$ cat src/rtl/fsm_key_scheduler.sv
// Key sequencer for a locked FSM: a programmable table of DEPTH key words, played out
// one per clock (one-shot or looped) with hold/stop control and registered outputs.
`timescale 1ns/1ps
module fsm_key_scheduler #(
  parameter int KEY_W = 8,
  parameter int DEPTH = 8,
  parameter int PTR_W = 3
) (
  input  logic             clk,
  input  logic             rst,
  input  logic             cfg_we,
  input  logic [PTR_W-1:0] cfg_addr,
  input  logic [KEY_W-1:0] cfg_data,
  input  logic [PTR_W-1:0] len,
  input  logic             loop,
  input  logic             start,
  input  logic             stop,
  input  logic             hold,
  output logic [KEY_W-1:0] key_out,
  output logic             key_valid,
  output logic [PTR_W-1:0] step_idx,
  output logic             busy,
  output logic             done,
  output logic             cfg_err
);

  typedef enum logic [1:0] {
    ST_IDLE = 2'd0,
    ST_RUN  = 2'd1,
    ST_DONE = 2'd2
  } state_t;

  state_t           state_r, state_nxt_s;
  logic [PTR_W-1:0] idx_r, idx_nxt_s;
  logic [PTR_W-1:0] len_r, len_nxt_s;
  logic             loop_r, loop_nxt_s;
  logic [KEY_W-1:0] table_r [DEPTH];
  logic             wr_en_s;

  logic [KEY_W-1:0] key_nxt_s;
  logic             valid_nxt_s, busy_nxt_s, done_nxt_s, cfg_err_nxt_s;
  logic [PTR_W-1:0] step_nxt_s;

  assign wr_en_s = cfg_we && (state_r == ST_IDLE);

  // State, index and latched sequence parameters
  always_ff @(posedge clk) begin
    if (rst) begin
      state_r <= ST_IDLE;
      idx_r   <= {PTR_W{1'b0}};
      len_r   <= {PTR_W{1'b0}};
      loop_r  <= 1'b0;
    end else begin
      state_r <= state_nxt_s;
      idx_r   <= idx_nxt_s;
      len_r   <= len_nxt_s;
      loop_r  <= loop_nxt_s;
    end
  end

  // Key table: cleared on reset, writable only while idle
  always_ff @(posedge clk) begin
    if (rst) begin
      for (int i = 0; i < DEPTH; i++) table_r[i] <= {KEY_W{1'b0}};
    end else if (wr_en_s) begin
      table_r[cfg_addr] <= cfg_data;
    end
  end

  // Next-state and index sequencing; stop outranks hold, wrap and finish
  always_comb begin
    state_nxt_s = state_r;
    idx_nxt_s   = idx_r;
    len_nxt_s   = len_r;
    loop_nxt_s  = loop_r;
    case (state_r)
      ST_IDLE: begin
        idx_nxt_s = {PTR_W{1'b0}};
        if (start && !stop) begin
          state_nxt_s = ST_RUN;
          len_nxt_s   = len;
          loop_nxt_s  = loop;
        end else begin
          state_nxt_s = ST_IDLE;
        end
      end
      ST_RUN: begin
        if (stop) begin
          state_nxt_s = ST_IDLE;
          idx_nxt_s   = {PTR_W{1'b0}};
        end else if (hold) begin
          idx_nxt_s = idx_r;
        end else if (idx_r != len_r) begin
          idx_nxt_s = idx_r + {{(PTR_W-1){1'b0}}, 1'b1};
        end else if (loop_r) begin
          idx_nxt_s = {PTR_W{1'b0}};
        end else begin
          state_nxt_s = ST_DONE;
          idx_nxt_s   = {PTR_W{1'b0}};
        end
      end
      ST_DONE: begin
        state_nxt_s = ST_IDLE;
        idx_nxt_s   = {PTR_W{1'b0}};
      end
      default: begin
        state_nxt_s = ST_IDLE;
        idx_nxt_s   = {PTR_W{1'b0}};
      end
    endcase
  end

  // Output values for the upcoming cycle, derived from the next state so they align with it
  always_comb begin
    key_nxt_s     = {KEY_W{1'b0}};
    valid_nxt_s   = 1'b0;
    busy_nxt_s    = 1'b0;
    done_nxt_s    = 1'b0;
    step_nxt_s    = {PTR_W{1'b0}};
    cfg_err_nxt_s = cfg_we && (state_r != ST_IDLE);
    if (state_nxt_s == ST_RUN) begin
      // a same-edge idle write to the first entry must be visible on entry to RUN
      key_nxt_s   = (wr_en_s && (cfg_addr == idx_nxt_s)) ? cfg_data : table_r[idx_nxt_s];
      valid_nxt_s = 1'b1;
      busy_nxt_s  = 1'b1;
      step_nxt_s  = idx_nxt_s;
    end else if (state_nxt_s == ST_DONE) begin
      done_nxt_s = 1'b1;
    end else begin
      done_nxt_s = 1'b0;
    end
  end

  // Output registers
  always_ff @(posedge clk) begin
    if (rst) begin
      key_out   <= {KEY_W{1'b0}};
      key_valid <= 1'b0;
      step_idx  <= {PTR_W{1'b0}};
      busy      <= 1'b0;
      done      <= 1'b0;
      cfg_err   <= 1'b0;
    end else begin
      key_out   <= key_nxt_s;
      key_valid <= valid_nxt_s;
      step_idx  <= step_nxt_s;
      busy      <= busy_nxt_s;
      done      <= done_nxt_s;
      cfg_err   <= cfg_err_nxt_s;
    end
  end

endmodule

$ cat config.mk
export PLATFORM = sky130hd
export DESIGN_NAME = fsm_key_scheduler
export DESIGN_NICKNAME = d
export VERILOG_FILES = /design/src/rtl/fsm_key_scheduler.sv
export SDC_FILE = /design/constraint.sdc
export NUM_CORES = 1
export LEC_CHECK = 0
export CELL_PAD_IN_SITES_DETAIL_PLACEMENT = 1
export CELL_PAD_IN_SITES_GLOBAL_PLACEMENT = 1
export CORE_MARGIN = 2
export CORE_UTILIZATION = 50
export CTS_BUF_LIST = sky130_fd_sc_hd__clkbuf_8
export DETAILED_ROUTE_END_ITERATION = 8
export PLACE_DENSITY_LB_ADDON = 0.15
export SLEW_MARGIN = 0
export SYNTH_ARGS = -nofsm -noshare
export SYNTH_HDL_FRONTEND = slang
export SYNTH_SLANG_ARGS = --single-unit
$ cat constraint.sdc
create_clock -name clk -period 4.6 [get_ports clk]
set_input_delay 0.92 -clock clk [delete_from_list [all_inputs] [get_ports clk]]
set_output_delay 0.92 -clock clk [all_outputs]
set_load 0.02 [all_outputs]
==> run_1/m1.png <==
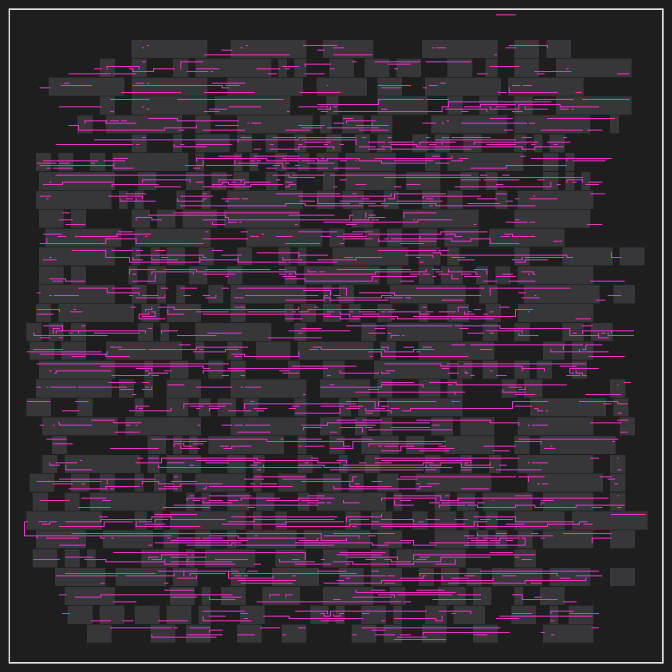
wire length on this layer	4670 um
longest straight run	35.9 um
main direction	horizontal
share of all routed wire	43%
nets with wire on the layer	385
total vias in the final route: 2892
routed wire length: 10800 um
global routing met1 resource utilization: 35.5%

==> run_1/m2.png <==
The bar under the picture is 20 um long.
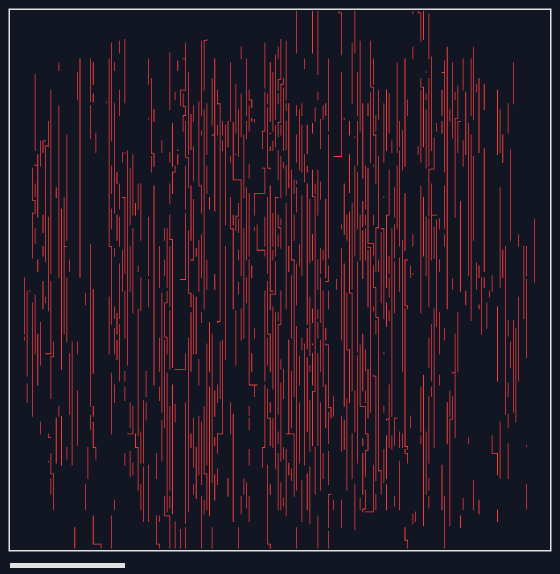
main direction	vertical
wire length on this layer	5380 um
met2 track demand over resource in global routing: 44.8%

==> impl_report.txt, run 1 <==
IMPLEMENTATION SUMMARY REPORT
----------------------------------------------------
[Outcome]
  Result of the run ........................ finished clean

[Global route]
  Number of global-route vias before repair ........................ 3151
  Remaining global-route overflow ........................ 0

[Power]
  Power group with the highest consumption ........................ sequential cells
  Power attributed to the clock group ........................ 0.000544 W
  Part of the total power dissipated in combinational logic ........................ 8.5%
  Pwr/cell area ........................ 330 nW/um^2
  Share of power burned in registers ........................ 56.7%
  P_leak ........................ 1.76 nW
  Power consumed by sequential cells ........................ 0.000885 W

[Synthesis]
  Dominant combinational family ........................ simple AND/OR/NAND/NOR gates
  Most repeated cell in the gate-level netlist after synthesis ........................ and2_1
  Adder Area Share ........................ 0.309%
  Synth cell types ........................ 45
  Largest type area fraction ........................ 47.4%
  Cells in synth_stat.txt ........................ 343
  Cell types with the highest counts after synthesis ........................ 66 x and2_1, 64 x edfxtp_1, 29 x nor2_1, 23 x dfxtp_1, 23 x nor3_1
  Area contributors post-synth ........................ edfxtp_1 47%, dfxtp_1 11%, and2_1 10%

[Setup path]
  Launching element of the worst setup path ........................ stop
  Crit-path leading delay family ........................ simple AND/OR/NAND/NOR gates
  Max incr delay on CP ........................ 0.72 ns
  R2R Path End ........................ key_out[2]$_SDFF_PP0_

[Layout]
  Share of the final layout cell area in sequential cells ........................ 50.3%
  Fill cell total of the finished layout ........................ 822
  Post-layout nets ........................ 408
  Share of the final layout cell area in multi-input gates ........................ 33.5%

[Timing]
  Final Worst Setup Slack ........................ 1.33 ns
  Final hold viol count ........................ 0
  Final tally of max-slew violations ........................ 0
  Unrepaired setup endpoints after global routing ........................ no
  Number of setup violations in the final report ........................ 0
  Clock period minus worst slack ........................ 3.27 ns

[Clocking]
  Post CTS Setup Buffer Count ........................ 0
  Number of buffers between clock root and the deepest sink ........................ 2
  Cts-stage hold buffer count ........................ 0
  CTS H-tree depth ........................ 3

[Placed design]
  Placed Cells ........................ 477
  Post-detailed-placement cell area ........................ 4530 um^2
  Total half-perimeter wirelength after legalization and detailed placement ........................ 7940 um

[Route]
  Total length of routed met3 wires ........................ 559 um
  Routed wire length on met2 ........................ 5380 um
  Mean routed wirelength per cell ........................ 21.9 um
  DR iter-0 viols ........................ 145

[Hold path]
  Worst hold start ........................ len_r[1]$_SDFFE_PP0P_

[Floorplan]
  Standard-cell row count ........................ 32
  Placeable Area ........................ 7810 um^2
  Full die area ........................ 8840 um^2

----------------------------------------------------
==> run_1/m3.png <==
The bar under the picture is 20 um long.
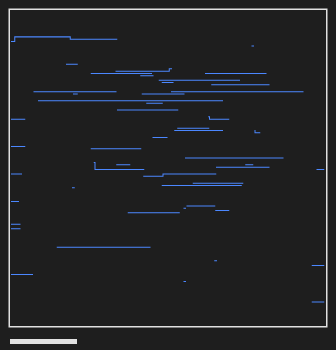
nets with wire on the layer	37
wire length on this layer	560 um
share of all routed wire	5.2%
longest straight run	54.7 um
met3 routing resource usage after global routing: 3.61%

==> run 2: changes to the inputs <==
CORE_UTILIZATION = 43   (was 50)
clock period = 3 ns   (was 4.6 ns; I/O delays follow)
==> run_2/m3.png <==
The bar under the picture is 20 um long.
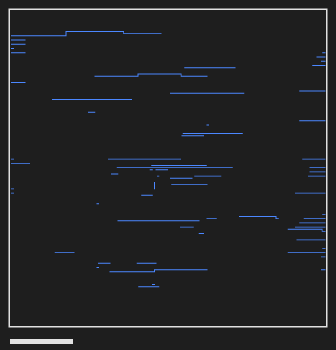
nets with wire on the layer	53
longest straight run	36.8 um
main direction	horizontal
routed wire length: 11100 um
total vias in the final route: 2853
met3 routing resource usage after global routing: 4.72%

==> run_2/clock_nets.png <==
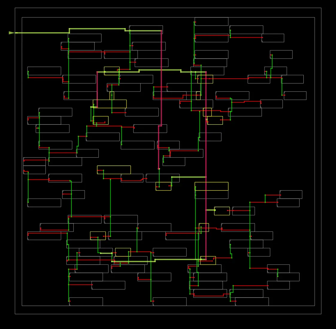
Clk Latency, worst-skew pair: 0.36 ns
sequential cell count: 87
number of sinks driven by the clock tree: 87
count of clock buffers in the final design: 9

==> run_2/m1.png <==
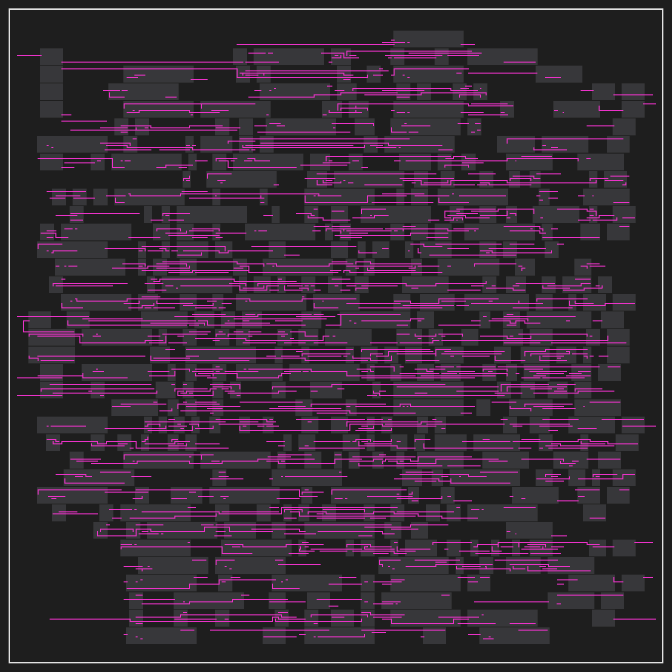
share of all routed wire	45%
longest straight run	28.1 um
global routing met1 resource utilization: 31.1%

==> run 2 against run 1 <==
  * Cell area increased by 3.1%
  * First-iteration DRC count increased by 41%
  * Area after synthesis unchanged
  * Clock power increased by 81%
  * Combinational power increased by 59%
  * Critical path depth increased by 1
  * Global-route usage decreased by 3.5 points
  * Cell count increased by 4.1%
  * Synthesized cell count unchanged
  * Critical endpoint is now key_out[0]$_SDFF_PP0_
  * Largest power group unchanged
  * Highest routed layer unchanged
==> impl_report.txt, run 2 <==
IMPLEMENTATION SUMMARY REPORT
----------------------------------------------------
[Outcome]
  Result of the run ........................ finished clean

[Route]
  Mean routed wirelength per cell ........................ 21.6 um (-1.2%)
  Total length of routed met3 wires ........................ 541 um (-3.2%)
  DR iter-0 viols ........................ 205 (+41%)

[Layout]
  Fill cell total of the finished layout ........................ 968 (+18%)
  Share of the final layout cell area in multi-input gates ........................ 32.5% (-1.0 points)
  Share of the final layout cell area in sequential cells ........................ 48.7% (-1.5 points)

[Synthesis]
  Cells in synth_stat.txt ........................ 343 (unchanged)
  Synth cell types ........................ 45 (unchanged)
  Area contributors post-synth ........................ edfxtp_1 47%, dfxtp_1 11%, and2_1 10%
  Cell types with the highest counts after synthesis ........................ 66 x and2_1, 64 x edfxtp_1, 29 x nor2_1, 23 x dfxtp_1, 23 x nor3_1

[Timing]
  Number of setup violations in the final report ........................ 0 (unchanged)
  Final hold viol count ........................ 0 (unchanged)
  Unrepaired setup endpoints after global routing ........................ no
  Final tally of max-slew violations ........................ 0 (unchanged)
  Clock period minus worst slack ........................ 2.50 ns

[Floorplan]
  Full die area ........................ 10200 um^2 (+16%)
  Placeable Area ........................ 9200 um^2 (+18%)

[Clocking]
  Post CTS Setup Buffer Count ........................ 0 (unchanged)
  Cts-stage hold buffer count ........................ 0 (unchanged)
  Number of buffers between clock root and the deepest sink ........................ 2 (unchanged)
  CTS H-tree depth ........................ 3 (unchanged)

[Placed design]
  Placed Cells ........................ 497 (+4.2%)
  Post-detailed-placement cell area ........................ 4650 um^2 (+2.6%)

[Power]
  Power attributed to the clock group ........................ 0.000985 W (+81%)
  P_leak ........................ 1.85 nW (+5.2%)
  Part of the total power dissipated in combinational logic ........................ 8.2% (-0.3 points)

[Global route]
  Number of global-route vias before repair ........................ 2946 (-6.5%)
  Met2 track demand over resource in global routing ........................ 37.9% (-6.9 points)

[Setup path]
  R2R Path End ........................ key_out[0]$_SDFF_PP0_
  Max incr delay on CP ........................ 0.62 ns (-0.10 ns)
  Crit-path leading delay family ........................ simple AND/OR/NAND/NOR gates
  Launching element of the worst setup path ........................ hold

----------------------------------------------------
==> run 3: changes to the inputs <==
clock period = 2 ns   (was 3 ns; I/O delays follow)
==> run_3/m4.png <==
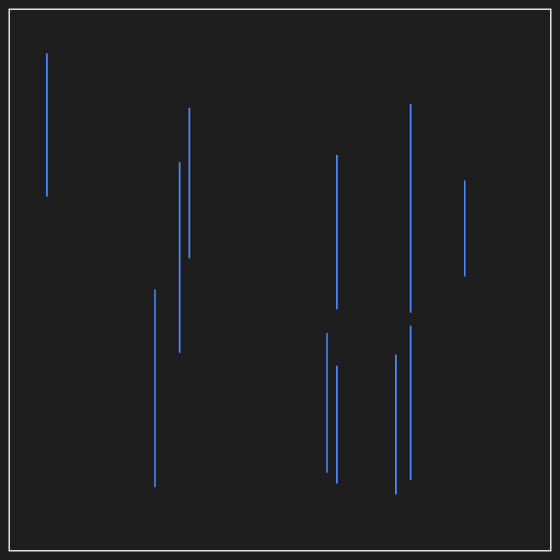
share of all routed wire	2.7%
nets with wire on the layer	10
routed wire length: 11600 um
total vias in the final route: 3049

==> run_3/m2.png <==
The bar under the picture is 20 um long.
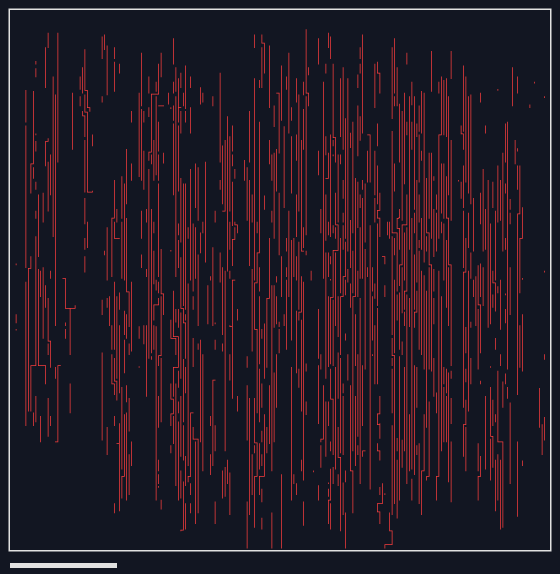
longest straight run	49.3 um
share of all routed wire	52%
main direction	vertical
nets with wire on the layer	416
wire length on this layer	6070 um
met2 track demand over resource in global routing: 42.7%

==> run 3 against run 2 <==
  * The run now ends with setup timing left
  * Total power increased by 36%
  * Global-route usage grew 0.65 points
  * Register-to-register slack got worse by 0.81 ns
  * Sequential share of layout area shrank 3.7 points
  * Cell area grew 8.8%
  * Wire length rose by 5.0%
  * Die area stayed put
  * Synthesized cell count unchanged
==> impl_report.txt, run 3 <==
IMPLEMENTATION SUMMARY REPORT
----------------------------------------------------
[Route]
  Mean routed wirelength per cell ........................ 20.9 um (-3.2%)
  DR iter-0 viols ........................ 164 (-20%)
  Top Layer Used ........................ met4
  Total length of routed met3 wires ........................ 410 um (-24%)

[Power]
  P_leak ........................ 2.10 nW (+13%)
  Peak ir drop on the vdd network ........................ 0.000328 V
  Power consumed by sequential cells ........................ 0.00204 W
  Net switching power ........................ 0.000869 W

[Synthesis]
  Post-synthesis instance area ........................ 4050 um^2
  Portion of netlist area occupied by mux cells ........................ 1.51%
  Cells in synth_stat.txt ........................ 343 (unchanged)
  Synth cell types ........................ 45 (unchanged)
  Cell types with the highest counts after synthesis ........................ 66 x and2_1, 64 x edfxtp_1, 29 x nor2_1, 23 x dfxtp_1, 23 x nor3_1
  Area contributors post-synth ........................ edfxtp_1 47%, dfxtp_1 11%, and2_1 10%

[Layout]
  Count of clock buffers in the final design ........................ 9 (unchanged)
  Area-dominant cell class after layout ........................ sequential cells
  Sequential cell count ........................ 87 (unchanged)
  Fill cell total of the finished layout ........................ 968 (unchanged)
  Share of the final layout cell area in sequential cells ........................ 45.0% (-3.7 points)
  Share of the final layout cell area in multi-input gates ........................ 32.4% (-0.12 points)

[Setup path]
  Launching element of the worst setup path ........................ len_r[1]$_SDFFE_PP0P_
  Crit-path leading delay family ........................ simple AND/OR/NAND/NOR gates
  R2R Path End ........................ key_out[0]$_SDFF_PP0_
  Max incr delay on CP ........................ 0.65 ns (+0.03 ns)

[Placed design]
  Total half-perimeter wirelength after legalization and detailed placement ........................ 8140 um
  Tally of buffers added on design ports ........................ 35
  Placed Cells ........................ 533 (+7.2%)
  Post-detailed-placement cell area ........................ 4920 um^2 (+5.8%)
  Placer congestion estimate ........................ 0.844

[Global route]
  Global routing's busiest layer ........................ met2
  Number of global-route vias before repair ........................ 3178 (+7.9%)
  Global routing met1 resource utilization ........................ 29.4% (-1.7 points)
  Met3 routing resource usage after global routing ........................ 4.09% (-0.62 points)

[Timing]
  Number of setup violations in the final report ........................ 5 (+5)
  Final tally of max-slew violations ........................ 0 (unchanged)
  Final hold viol count ........................ 0 (unchanged)
  Unrepaired setup endpoints after global routing ........................ yes
  Final Worst Setup Slack ........................ -0.0275 ns

[Clocking]
  CTS H-tree depth ........................ 3 (unchanged)
  Number of buffers between clock root and the deepest sink ........................ 2 (unchanged)
  Clk Latency, worst-skew pair ........................ 0.36 ns (about the same)
  Cts-stage hold buffer count ........................ 0 (unchanged)
  Post CTS Setup Buffer Count ........................ 5 (+5)
  Number of sinks driven by the clock tree ........................ 87 (unchanged)

[Outcome]
  Failing checks ........................ setup timing
  Result of the run ........................ finished with violations

[Floorplan]
  Standard-cell row count ........................ 35
  X dimension of the die ........................ 101 um
  Placeable Area ........................ 9200 um^2 (unchanged)
  Full die area ........................ 10200 um^2 (unchanged)

----------------------------------------------------
==> run_3/clock_nets.png <==
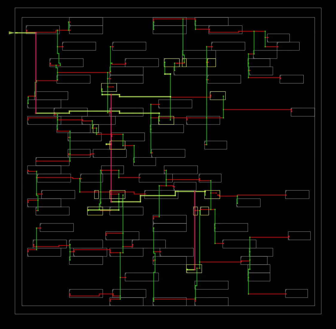
power attributed to the clock group: 0.00106 W
cts bufs inserted: 9
Layout Skew: 0.00949 ns

Power and IR drop assume default switching activity.
